===== src/rtl/pc_sequencer.sv =====
// Program-counter sequencing FSM: fetch handshake, next-PC selection and a
// small circular return-address stack. The PC register itself lives outside.
module pc_sequencer #(
  parameter int              PC_W      = 6,
  parameter int              RAS_DEPTH = 4,
  parameter logic [PC_W-1:0] RESET_VEC = '0,
  localparam int             CNT_W     = $clog2(RAS_DEPTH + 1)
) (
  input  logic             clk,
  input  logic             reset,
  input  logic             start,
  input  logic [PC_W-1:0]  pc_cur,
  output logic [PC_W-1:0]  pc_next,
  output logic             pc_we,
  output logic             fetch_req,
  output logic [PC_W-1:0]  fetch_addr,
  input  logic             mem_ack,
  input  logic             stall,
  input  logic             halt,
  input  logic             jump,
  input  logic             call,
  input  logic             ret,
  input  logic             branch_taken,
  input  logic [PC_W-1:0]  target,
  output logic             busy,
  output logic             halted,
  output logic [CNT_W-1:0] ras_count,
  output logic             ras_ovf,
  output logic             ras_err
);

  localparam logic [1:0] IDLE   = 2'd0;
  localparam logic [1:0] FETCH  = 2'd1;
  localparam logic [1:0] DECODE = 2'd2;
  localparam logic [1:0] HALT   = 2'd3;

  localparam int              PTR_W = (RAS_DEPTH > 1) ? $clog2(RAS_DEPTH) : 1;
  localparam logic [CNT_W-1:0] FULL = CNT_W'(RAS_DEPTH);
  localparam logic [PTR_W-1:0] LAST = PTR_W'(RAS_DEPTH - 1);
  localparam logic [PC_W-1:0]  ONE  = PC_W'(1);

  logic [1:0] state, nstate;

  // sp points at the next free slot; the stack wraps so an overflowing call
  // silently overwrites the oldest entry.
  logic [RAS_DEPTH-1:0][PC_W-1:0] ras_q;
  logic [PTR_W-1:0]               sp, sp_inc, sp_dec;
  logic [PC_W-1:0]                ras_top, pc_inc;
  logic                           do_push, do_pop, set_err, ras_clr;

  assign sp_inc  = (sp == LAST) ? '0 : sp + 1'b1;
  assign sp_dec  = (sp == '0) ? LAST : sp - 1'b1;
  assign ras_top = ras_q[sp_dec];
  assign pc_inc  = pc_cur + ONE;

  assign fetch_addr = pc_cur;
  assign busy       = (state == FETCH) || (state == DECODE);
  assign halted     = (state == HALT);

  always_comb begin
    nstate    = state;
    pc_next   = pc_cur;
    pc_we     = 1'b0;
    fetch_req = 1'b0;
    do_push   = 1'b0;
    do_pop    = 1'b0;
    set_err   = 1'b0;
    ras_clr   = 1'b0;
    case (state)
      IDLE: begin
        if (start) begin
          pc_next = RESET_VEC;
          pc_we   = 1'b1;
          nstate  = FETCH;
        end
      end
      FETCH: begin
        fetch_req = 1'b1;
        if (mem_ack) nstate = DECODE;
      end
      DECODE: begin
        if (!stall) begin
          if (halt) begin
            nstate = HALT;
          end else if (ret) begin
            if (ras_count != '0) begin
              pc_next = ras_top;
              pc_we   = 1'b1;
              do_pop  = 1'b1;
              nstate  = FETCH;
            end else begin
              set_err = 1'b1;
              nstate  = HALT;
            end
          end else if (call) begin
            pc_next = target;
            pc_we   = 1'b1;
            do_push = 1'b1;
            nstate  = FETCH;
          end else if (jump || branch_taken) begin
            pc_next = target;
            pc_we   = 1'b1;
            nstate  = FETCH;
          end else begin
            pc_next = pc_inc;
            pc_we   = 1'b1;
            nstate  = FETCH;
          end
        end
      end
      default: begin
        if (start) begin
          pc_next = RESET_VEC;
          pc_we   = 1'b1;
          ras_clr = 1'b1;
          nstate  = FETCH;
        end
      end
    endcase
  end

  always_ff @(posedge clk or negedge reset) begin
    if (!reset) begin
      state     <= IDLE;
      ras_q     <= '0;
      sp        <= '0;
      ras_count <= '0;
      ras_ovf   <= 1'b0;
      ras_err   <= 1'b0;
    end else begin
      state <= nstate;
      if (ras_clr) begin
        sp        <= '0;
        ras_count <= '0;
        ras_ovf   <= 1'b0;
        ras_err   <= 1'b0;
      end else if (do_push) begin
        ras_q[sp] <= pc_inc;
        sp        <= sp_inc;
        if (ras_count == FULL) ras_ovf <= 1'b1;
        else                   ras_count <= ras_count + 1'b1;
      end else if (do_pop) begin
        sp        <= sp_dec;
        ras_count <= ras_count - 1'b1;
      end
      if (set_err) ras_err <= 1'b1;
    end
  end

endmodule

===== config.mk =====
export PLATFORM = sky130hd
export DESIGN_NAME = pc_sequencer
export DESIGN_NICKNAME = d
export VERILOG_FILES = /design/src/rtl/pc_sequencer.sv
export SDC_FILE = /design/constraint.sdc
export NUM_CORES = 1
export LEC_CHECK = 0
export ABC_AREA = 1
export CORE_ASPECT_RATIO = 1.75
export CORE_MARGIN = 2
export CORE_UTILIZATION = 43
export DETAILED_ROUTE_END_ITERATION = 12
export PLACE_DENSITY = 0.68
export SYNTH_ARGS = -nofsm -noshare
export SYNTH_HDL_FRONTEND = slang
export SYNTH_SLANG_ARGS = --single-unit

===== constraint.sdc =====
create_clock -name clk -period 4.3 [get_ports clk]
set_clock_uncertainty 0.15 [all_clocks]
set_input_delay 1.29 -clock clk [delete_from_list [all_inputs] [get_ports clk]]
set_output_delay 1.29 -clock clk [all_outputs]
set_load 0.01 [all_outputs]

==> images/registers.png <==
Drawn at 4 px/um. Other sequential cells in the stronger grey, the rest of the logic in the fainter grey.
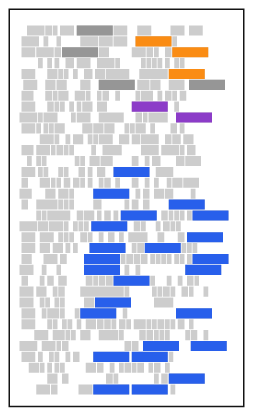
[blue] ras_q | sequential cells: 24
[orange] ras_count | sequential cells: 3
[purple] sp | sequential cells: 2
not coloured: 4
fin util: 60.9%
Seq. pwr: 0.454 mW
sequential share of cell area: 27.2%
Flop area: 826 sq um

==> images/zoom.png <==
Window x 17 to 42, y 37 to 62 um. Cells in grey, sequential cells in the stronger grey; small squares are vias.
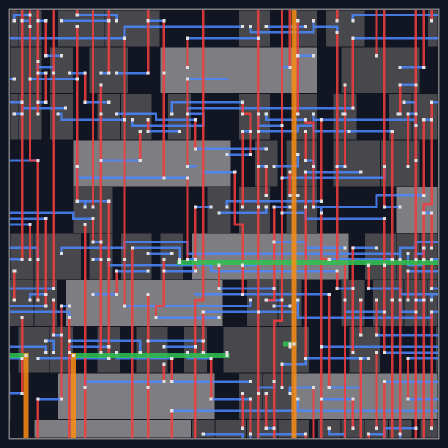
[orange] met4
[blue] met1
[green] met3
[red] met2
sequential cells in the window: 6
most frequent: nand2_1 (22), nand3_1 (10), dfrtp_1 (6)
cells with their middle in the window: 58
netlist names of flops here include: ras_q (6)

==> images/final_congestion.png <==
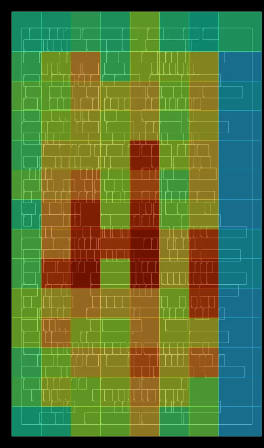
GRT Total Usage: 21.7%
gr busiest metal: met2
met1 global-route usage: 24.9%

==> impl_metrics.tcl <==
# place-and-route summary
set metrics [dict create \
    synth_seq_share_pct 37.3 \
    seq_cells 33 \
    status "finished, final reports clean" \
    ys_chip_area_sq_mm 0.00222 \
    top_area_cell "dfrtp_1" \
    cts_buffers 5 \
    post_cts_buffers 2 \
    reg_top3 "ras_q (24), ras_count (3)" \
    first_iter_violations 100 \
    crit_start "stall" \
    switching_share_pct 42.5 \
    totalWireLength_um 5670 \
    cts.sinks 33 \
    ant_nets 0 \
    dpl_worst_slack_ns -0.333 \
    largest_reg_flops 24 \
    p_comb_mw 0.857 \
    firstDrtPassIters 4 \
    critical_path_class "input port to primary output" \
    cp.required_ns 2.86 \
    crit_path_top_delay_cell "clkdlybuf4s50_1" \
    antenna_found_initial 0 \
    clockBufferDepth 2 \
    route.top_layer_used "met4" \
    ys_top_cells_by_count "nand2_1 (132), dfrtp_1 (33), inv_1 (30), nand3_1 (30), o21ai_0 (23)" \
    syn_inst 318 \
    combGateArea_sq_mm 0.00124 \
    setup_ws_ns 0.178 \
    clk_pin_slew_worst_paths_ns 0.06 \
    timing.critical_path.to "pc_next[4]" \
    logic_family "simple AND/OR/NAND/NOR gates" \
    crit_path_max_fanout 4 \
    post_cts_resized 16 \
]
Power figures rest on the tool's default switching activity, not on a simulated workload.
